<file path="config.mk">
export PLATFORM = sky130hd
export DESIGN_NAME = otsu_thresh_ctrl_flat
export DESIGN_NICKNAME = d
export VERILOG_FILES = /design/src/rtl/otsu_thresh_ctrl_pkg.sv /design/src/rtl/otsu_thresh_ctrl_if.sv /design/src/rtl/otsu_thresh_ctrl_seq_div_u.sv /design/src/rtl/otsu_thresh_ctrl.sv /design/src/flat_wrapper.sv
export SDC_FILE = /design/constraint.sdc
export NUM_CORES = 2
export LEC_CHECK = 0
export CAP_MARGIN = 20
export CORE_ASPECT_RATIO = 0.7
export CORE_MARGIN = 2
export CORE_UTILIZATION = 34
export CTS_CLUSTER_SIZE = 25
export DETAILED_ROUTE_END_ITERATION = 6
export SYNTH_ARGS = -nofsm -noshare
export SYNTH_HDL_FRONTEND = slang
export SYNTH_SLANG_ARGS = --single-unit
</file>
<file path="constraint.sdc">
create_clock -name clk -period 24.3 [get_ports clk]
set_clock_uncertainty 0.15 [all_clocks]
set_input_delay 3.645 -clock clk [delete_from_list [all_inputs] [get_ports clk]]
set_output_delay 3.645 -clock clk [all_outputs]
set_load 0.03 [all_outputs]
</file>
<file path="src/rtl/otsu_thresh_ctrl_pkg.sv">
// Shared widths, constants, FSM encoding and small helpers for the Otsu threshold controller.
package otsu_pkg;
    localparam int N_W      = 20;
    localparam int G_W      = 23;
    localparam int VAR_W    = 54;
    localparam int CAND_W   = 8;
    localparam logic [CAND_W-1:0] NUM_CAND       = 8'd128;
    localparam logic [7:0]        THRESH_DEFAULT = 8'd64;

    typedef enum logic [2:0] {
        ST_IDLE = 3'd0,
        ST_DIV1 = 3'd1,
        ST_DIV2 = 3'd2,
        ST_MUL  = 3'd3,
        ST_CMP  = 3'd4
    } state_t;

    // Class means live in the 7-bit gray domain; anything larger is clamped.
    function automatic logic [6:0] sat_mean(input logic [G_W-1:0] q);
        return (|q[G_W-1:7]) ? 7'h7F : q[6:0];
    endfunction

    function automatic logic [7:0] smooth_avg(input logic [7:0] a, input logic [7:0] b);
        logic [8:0] s;
        s = {1'b0, a} + {1'b0, b} + 9'd1;
        return s[8:1];
    endfunction
endpackage

</file>
<file path="src/rtl/otsu_thresh_ctrl_if.sv">
// Candidate-sum input bus and threshold/status outputs of the Otsu controller.
interface otsu_thresh_ctrl_if;
    import otsu_pkg::*;

    logic             dsp_vld;
    logic [N_W-1:0]   n1;
    logic [N_W-1:0]   n2;
    logic [G_W-1:0]   gray_all1;
    logic [G_W-1:0]   gray_all2;
    logic             finish_clear;
    logic             freeze;
    logic [7:0]       thresh;
    logic             thresh_vld;
    logic             busy;
    logic             err_overrun;
    logic             err_count;

    modport master (
        output dsp_vld, n1, n2, gray_all1, gray_all2, finish_clear, freeze,
        input  thresh, thresh_vld, busy, err_overrun, err_count
    );

    modport slave (
        input  dsp_vld, n1, n2, gray_all1, gray_all2, finish_clear, freeze,
        output thresh, thresh_vld, busy, err_overrun, err_count
    );
endinterface

</file>
<file path="src/rtl/otsu_thresh_ctrl_seq_div_u.sv">
// Start/done unsigned restoring divider, one quotient bit per cycle; zero divisor yields 0 in one cycle.
module seq_div_u #(
    parameter int DVD_W = 23,
    parameter int DVS_W = 20
) (
    input  logic             clk,
    input  logic             rst,
    input  logic             i_start,
    input  logic [DVD_W-1:0] i_dividend,
    input  logic [DVS_W-1:0] i_divisor,
    output logic             o_done,
    output logic [DVD_W-1:0] o_quot
);
    localparam int CNT_W = $clog2(DVD_W);

    logic [DVD_W-1:0] r_q;
    logic [DVS_W-1:0] r_rem;
    logic [DVS_W-1:0] r_den;
    logic [CNT_W-1:0] r_cnt;
    logic             r_run;
    logic             r_done;
    logic [DVS_W:0]   w_shift;
    logic [DVS_W-1:0] w_diff;
    logic             w_ge;

    assign w_shift = {r_rem, r_q[DVD_W-1]};
    assign w_diff  = w_shift[DVS_W-1:0] - r_den;
    assign w_ge    = (w_shift >= {1'b0, r_den});

    // Quotient shifts out the dividend MSB-first while the partial remainder builds up.
    always_ff @(posedge clk or posedge rst) begin
        if (rst) begin
            r_q    <= '0;
            r_rem  <= '0;
            r_den  <= '0;
            r_cnt  <= '0;
            r_run  <= 1'b0;
            r_done <= 1'b0;
        end else begin
            r_done <= 1'b0;
            if (i_start) begin
                if (i_divisor == '0) begin
                    r_q    <= '0;
                    r_run  <= 1'b0;
                    r_done <= 1'b1;
                end else begin
                    r_q    <= i_dividend;
                    r_rem  <= '0;
                    r_den  <= i_divisor;
                    r_cnt  <= CNT_W'(DVD_W - 1);
                    r_run  <= 1'b1;
                end
            end else if (r_run) begin
                if (w_ge) begin
                    r_rem <= w_diff;
                    r_q   <= {r_q[DVD_W-2:0], 1'b1};
                end else begin
                    r_rem <= w_shift[DVS_W-1:0];
                    r_q   <= {r_q[DVD_W-2:0], 1'b0};
                end
                if (r_cnt == '0) begin
                    r_run  <= 1'b0;
                    r_done <= 1'b1;
                end else begin
                    r_cnt <= r_cnt - 1'b1;
                end
            end
        end
    end

    assign o_done = r_done;
    assign o_quot = r_q;
endmodule

</file>
<file path="src/rtl/otsu_thresh_ctrl.sv">
// Otsu arg-max search over per-candidate class sums; publishes the binarisation threshold at end of frame.
// Optional OTSU_THRESH_SMOOTH_EN averages each new threshold with the previous one.
module otsu_thresh_ctrl
    import otsu_pkg::*;
(
    input  logic              clk,
    input  logic              rst,
    otsu_thresh_ctrl_if.slave bus
);
    state_t             r_state, w_state_nxt;
    logic               w_div_start, w_div_second, w_div_done;
    logic [G_W-1:0]     w_div_dvd, w_div_quot;
    logic [N_W-1:0]     w_div_dvs;
    logic [N_W-1:0]     r_n1, r_n2;
    logic [G_W-1:0]     r_ga2;
    logic [6:0]         r_m1, w_m, w_d;
    logic               r_mul_ph;
    logic [2*N_W-1:0]   r_nn;
    logic [13:0]        r_dd;
    logic [VAR_W-1:0]   r_var, r_best_var;
    logic [6:0]         r_best_idx;
    logic [CAND_W-1:0]  r_cand_idx;
    logic               r_fc_pend, r_busy, r_thresh_vld, r_err_overrun, r_err_count;
    logic [7:0]         r_thresh, w_thresh_new;
    logic               w_start, w_fc_any, w_apply, w_overrun;

    assign w_start   = (r_state == ST_IDLE) && bus.dsp_vld && !bus.freeze;
    assign w_overrun = (r_state != ST_IDLE) && bus.dsp_vld && !bus.freeze;
    assign w_fc_any  = r_fc_pend || (bus.finish_clear && !bus.freeze);
    // A strobe arriving with end-of-frame is evaluated first; the frame closes once back in IDLE.
    assign w_apply   = (r_state == ST_IDLE) && w_fc_any && !w_start;

    assign w_div_dvd = w_div_second ? r_ga2 : bus.gray_all1;
    assign w_div_dvs = w_div_second ? r_n2  : bus.n1;
    assign w_m       = sat_mean(w_div_quot);
    assign w_d       = (r_m1 >= w_m) ? (r_m1 - w_m) : (w_m - r_m1);

`ifdef OTSU_THRESH_SMOOTH_EN
    assign w_thresh_new = smooth_avg(r_thresh, {1'b0, r_best_idx});
`else
    assign w_thresh_new = {1'b0, r_best_idx};
`endif

    seq_div_u #(.DVD_W(G_W), .DVS_W(N_W)) u_div (
        .clk        (clk),
        .rst        (rst),
        .i_start    (w_div_start),
        .i_dividend (w_div_dvd),
        .i_divisor  (w_div_dvs),
        .o_done     (w_div_done),
        .o_quot     (w_div_quot)
    );

    // FSM state register.
    always_ff @(posedge clk or posedge rst) begin
        if (rst) begin
            r_state <= ST_IDLE;
        end else begin
            r_state <= w_state_nxt;
        end
    end

    // Next state and divider sequencing.
    always_comb begin
        w_state_nxt  = r_state;
        w_div_start  = 1'b0;
        w_div_second = 1'b0;
        case (r_state)
            ST_IDLE: begin
                if (w_start) begin
                    w_state_nxt = ST_DIV1;
                    w_div_start = 1'b1;
                end else begin
                    w_state_nxt = ST_IDLE;
                end
            end
            ST_DIV1: begin
                if (w_div_done) begin
                    w_state_nxt  = ST_DIV2;
                    w_div_start  = 1'b1;
                    w_div_second = 1'b1;
                end else begin
                    w_state_nxt = ST_DIV1;
                end
            end
            ST_DIV2: begin
                if (w_div_done) begin
                    w_state_nxt = ST_MUL;
                end else begin
                    w_state_nxt = ST_DIV2;
                end
            end
            ST_MUL: begin
                if (r_mul_ph) begin
                    w_state_nxt = ST_CMP;
                end else begin
                    w_state_nxt = ST_MUL;
                end
            end
            ST_CMP:  w_state_nxt = ST_IDLE;
            default: w_state_nxt = ST_IDLE;
        endcase
    end

    // Operand capture, variance pipeline, arg-max tracking and end-of-frame publish.
    always_ff @(posedge clk or posedge rst) begin
        if (rst) begin
            r_n1          <= '0;
            r_n2          <= '0;
            r_ga2         <= '0;
            r_m1          <= 7'd0;
            r_mul_ph      <= 1'b0;
            r_nn          <= '0;
            r_dd          <= 14'd0;
            r_var         <= '0;
            r_best_var    <= '0;
            r_best_idx    <= 7'd0;
            r_cand_idx    <= 8'd0;
            r_fc_pend     <= 1'b0;
            r_busy        <= 1'b0;
            r_thresh      <= THRESH_DEFAULT;
            r_thresh_vld  <= 1'b0;
            r_err_overrun <= 1'b0;
            r_err_count   <= 1'b0;
        end else begin
            if (w_start) begin
                r_n1  <= bus.n1;
                r_n2  <= bus.n2;
                r_ga2 <= bus.gray_all2;
            end
            if ((r_state == ST_DIV1) && w_div_done) begin
                r_m1 <= w_m;
            end
            r_mul_ph      <= (r_state == ST_MUL) && !r_mul_ph;
            r_nn          <= r_n1 * r_n2;
            r_dd          <= w_d * w_d;
            r_var         <= r_nn * r_dd;
            r_busy        <= (w_state_nxt != ST_IDLE);
            r_err_overrun <= r_err_overrun || w_overrun;
            r_thresh_vld  <= 1'b0;
            r_err_count   <= 1'b0;
            r_fc_pend     <= w_fc_any && !w_apply;
            if ((r_state == ST_CMP) && (r_cand_idx != NUM_CAND)) begin
                if ((r_cand_idx == 8'd0) || (r_var > r_best_var)) begin
                    r_best_var <= r_var;
                    r_best_idx <= r_cand_idx[6:0];
                end
                r_cand_idx <= r_cand_idx + 8'd1;
            end
            if (w_apply) begin
                if (r_cand_idx == NUM_CAND) begin
                    r_thresh     <= w_thresh_new;
                    r_thresh_vld <= 1'b1;
                end else begin
                    r_err_count  <= 1'b1;
                end
                r_cand_idx <= 8'd0;
                r_best_var <= '0;
                r_best_idx <= 7'd0;
            end
        end
    end

    assign bus.thresh      = r_thresh;
    assign bus.thresh_vld  = r_thresh_vld;
    assign bus.busy        = r_busy;
    assign bus.err_overrun = r_err_overrun;
    assign bus.err_count   = r_err_count;
endmodule

</file>
<file path="src/flat_wrapper.sv">
// flat-port wrapper written by rule: the top's interface ports become plain ports
module otsu_thresh_ctrl_flat import otsu_pkg::*;
  (clk, rst, bus_dsp_vld, bus_n1, bus_n2, bus_gray_all1, bus_gray_all2, bus_finish_clear, bus_freeze, bus_thresh, bus_thresh_vld, bus_busy, bus_err_overrun, bus_err_count);
  otsu_thresh_ctrl_if bus_i ();
  input  logic clk;
  input  logic rst;
  input wire logic [$bits(bus_i.dsp_vld)-1:0] bus_dsp_vld;
  input wire logic [$bits(bus_i.n1)-1:0] bus_n1;
  input wire logic [$bits(bus_i.n2)-1:0] bus_n2;
  input wire logic [$bits(bus_i.gray_all1)-1:0] bus_gray_all1;
  input wire logic [$bits(bus_i.gray_all2)-1:0] bus_gray_all2;
  input wire logic [$bits(bus_i.finish_clear)-1:0] bus_finish_clear;
  input wire logic [$bits(bus_i.freeze)-1:0] bus_freeze;
  output wire logic [$bits(bus_i.thresh)-1:0] bus_thresh;
  output wire logic [$bits(bus_i.thresh_vld)-1:0] bus_thresh_vld;
  output wire logic [$bits(bus_i.busy)-1:0] bus_busy;
  output wire logic [$bits(bus_i.err_overrun)-1:0] bus_err_overrun;
  output wire logic [$bits(bus_i.err_count)-1:0] bus_err_count;
  assign bus_i.dsp_vld = bus_dsp_vld;
  assign bus_i.n1 = bus_n1;
  assign bus_i.n2 = bus_n2;
  assign bus_i.gray_all1 = bus_gray_all1;
  assign bus_i.gray_all2 = bus_gray_all2;
  assign bus_i.finish_clear = bus_finish_clear;
  assign bus_i.freeze = bus_freeze;
  assign bus_thresh = bus_i.thresh;
  assign bus_thresh_vld = bus_i.thresh_vld;
  assign bus_busy = bus_i.busy;
  assign bus_err_overrun = bus_i.err_overrun;
  assign bus_err_count = bus_i.err_count;
  otsu_thresh_ctrl u_core (.clk(clk), .rst(rst), .bus(bus_i));
endmodule
</file>
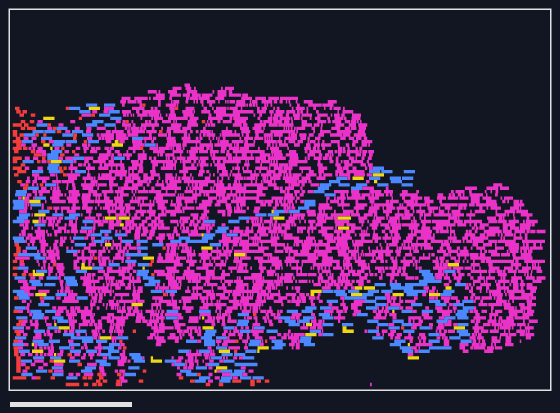
Fig. 1. Placement by cell class.
The bar under the picture is 100 um long.
legend:
  magenta:
    class: all other logic
    cells: 4,247
    share_of_their_area: 77%
  yellow:
    class: clock drivers and dummy loads
    cells: 66
    share_of_their_area: 2.5%
  red:
    class: other buffers and delay cells
    cells: 148
    share_of_their_area: 2.9%
  blue:
    class: flip-flops
    cells: 332
    share_of_their_area: 18%

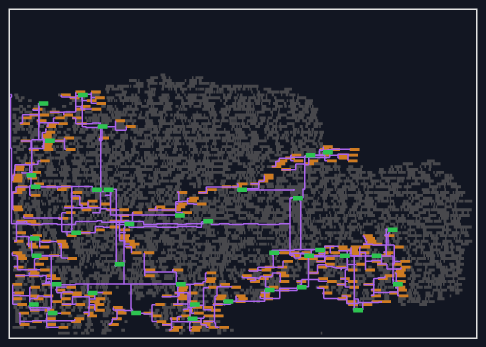
Fig. 2. Clock network drawn from the DEF.
legend:
  purple:
    item: clock wires
    length: 5,310 um
  green:
    item: cells driving clock nets
    count: 38
  orange:
    item: flip-flops
    count: 332
routed clock nets: 39

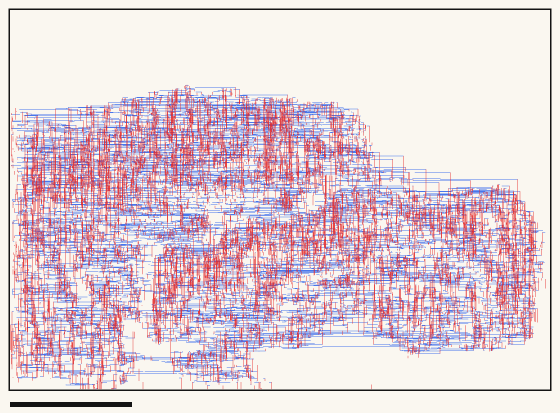
Fig. 3. Metal layers overlaid.
The bar under the picture is 100 um long. Only two layers are drawn.
legend:
  blue:
    layer: met1
    wire_length: 55.1 mm
  red:
    layer: met2
    wire_length: 46.7 mm

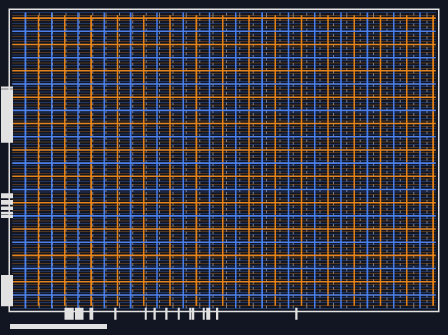
Fig. 4. Supply network.
The bar under the picture is 100 um long. Pins as bars on the die edge. Tap cells in grey.
legend:
  orange:
    net: VDD
  blue:
    net: VSS
met5 straps: 22
rows: 112
met4 straps: 32

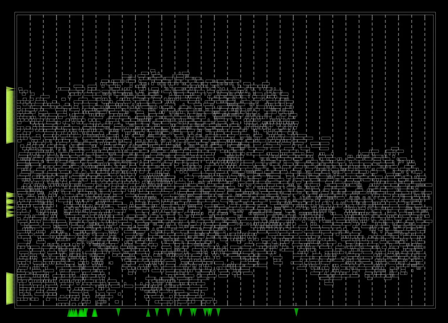
Fig. 5. Cell outlines without signal wires.
# Taps: 1,767
post-route insts no fill: 6,560
Fillers: 13,400
# rows: 112

==> impl_metrics.csv <==
group,metric,value,unit
run_status,status,"finished clean",
yosys,top_area_cell,"fa_1",
setup_path,end_kind,"flip-flop",
yosys,async_reset_ff_share,100,%
job,drv_cap,0,
layout,diodes,0,
floorplan,fp-utilization,34.2,%
placed_design,port_buffers,101,
sta,finalCriticalPeriod,7.78,ns
yosys,syn_area,45600,um^2
setup_path,required,24.61,ns
sta,setup_violations,0,
global_routing,grt_usage,16.8,%
sta,final_max_slew_viol_count,0,
floorplan,ios,103,
global_routing,grt_max_degree,76,
clocking,cts_tree,"done",
detailed_routing,drt_pre_antenna_iters,5,
yosys,yosys.area.top_type_share,33.0,%
setup_path,critPathMaxStageDelay,0.98,ns
yosys,netlist_instances,4803,
sta,relSlewSlack,24.0,%
detailed_routing,first_iter_violations,1878,
clocking,cts_resized,0,
layout,syn2layout_area_growth,8.70,%
clocking,clock-root-buffer,"clkbuf_16",
clocking,cts.path.max_buffers,3,
sta,finalCritPeriodShare,32.0,%
layout,drive_gt1_share,4.32,%
==> Yosys cell counts (all sizes together), types with 4 or more instances <==
| master | n |
|---|---|
| a2111oi | 6 |
| a211o | 8 |
| a211oi | 7 |
| a21o | 95 |
| a21oi | 145 |
| a22o | 62 |
| a311oi | 4 |
| a31oi | 18 |
| a41oi | 4 |
| and2 | 391 |
| and3 | 23 |
| buf | 7 |
| clkbuf | 221 |
| dfrtp | 331 |
| fa | 751 |
| ha | 414 |
| inv | 899 |
| mux2 | 70 |
| mux2i | 54 |
| nand2 | 646 |
| nand2b | 20 |
| nand3 | 26 |
| nand4 | 26 |
| nor2 | 111 |
| nor2b | 46 |
| nor3 | 17 |
| nor4 | 18 |
| o211ai | 4 |
| o21a | 36 |
| o21ai | 105 |
| o21bai | 23 |
| o22ai | 25 |
| o31a | 5 |
| o31ai | 10 |
| or2 | 7 |
| or3 | 6 |
| xnor2 | 88 |
| xor2 | 36 |
==> per-layer routing <==
metal	vias up	wire [um]	global-route usage, %	part of all wire [%]
li1	14800	-	-	-
met1	16300	55100	25.9	49
met2	880	46700	24.3	42
met3	94	8820	3.82	7.9
met4	0	1520	2.71	1.4
met5	-	0	0	0
==> how the worst max path moves through the flow <==
stage                     from               end  slack (ns)
2_1_floorplan              rst   u_core.bus.busy       11.31
3_5_place_dp    u_core.r_dd[6]  u_core.r_var[52]       16.61
3_3_place_gp   u_core.r_n1[12]   u_core.r_nn[32]       16.64
6_report        u_core.r_dd[6]  u_core.r_var[52]       16.52
4_1_cts         u_core.r_dd[6]  u_core.r_var[52]       16.55
5_1_grt         u_core.r_dd[6]  u_core.r_var[52]       16.13
==> kinds of logic after synthesis <==
group                    count (synthesis)  synth area share (%)
XOR/XNOR                               124                  2.38
flip-flops                             332                  18.2
buffers and inverters                 1127                  9.29
AND-OR/OR-AND                          578                  8.37
other                                    1               0.00823
adder cells (fa/ha/maj)               1165                  44.4
multiplexers                           124                  2.92
AND/OR/NAND/NOR                       1352                  14.4
==> sequential cells by signal, summed over array words and instances (netlist names), 13 cells and up <==
signal / count
u_core.r_nn: 40
u_core.r_ga2: 23
u_core.u_div.r_rem: 20
u_core.u_div.o_quot: 23
u_core.r_var: 54
u_core.r_n1: 20
u_core.r_dd: 13
u_core.r_best_var: 54
u_core.u_div.r_den: 20
u_core.r_n2: 20
==> through the flow <==
stage | worst slack [ns] | hold WS (ns) | util, % | cells
6_report | 16.52 | 0.326 | 37.2 | 6560
3_3_place_gp | 16.64 | 0.301 | 36.3 | 6493
5_1_grt | 16.13 | 0.356 | 37.2 | 6560
3_5_place_dp | 16.61 | 0.321 | 36.3 | 6494
2_1_floorplan | 11.31 | 0.287 | - | 4807
4_1_cts | 16.55 | 0.335 | 37.2 | 6560
==> area by class of cell <==
class	count	area (um^2)	area share, %
tap	1767	2210	4.46
timing repair buffer	148	1360	2.75
multi-input combinational	3348	33100	66.8
inverter	899	3380	6.83
clock buffer	53	1060	2.13
clock inverter	13	121	0.245
sequential	332	8320	16.8
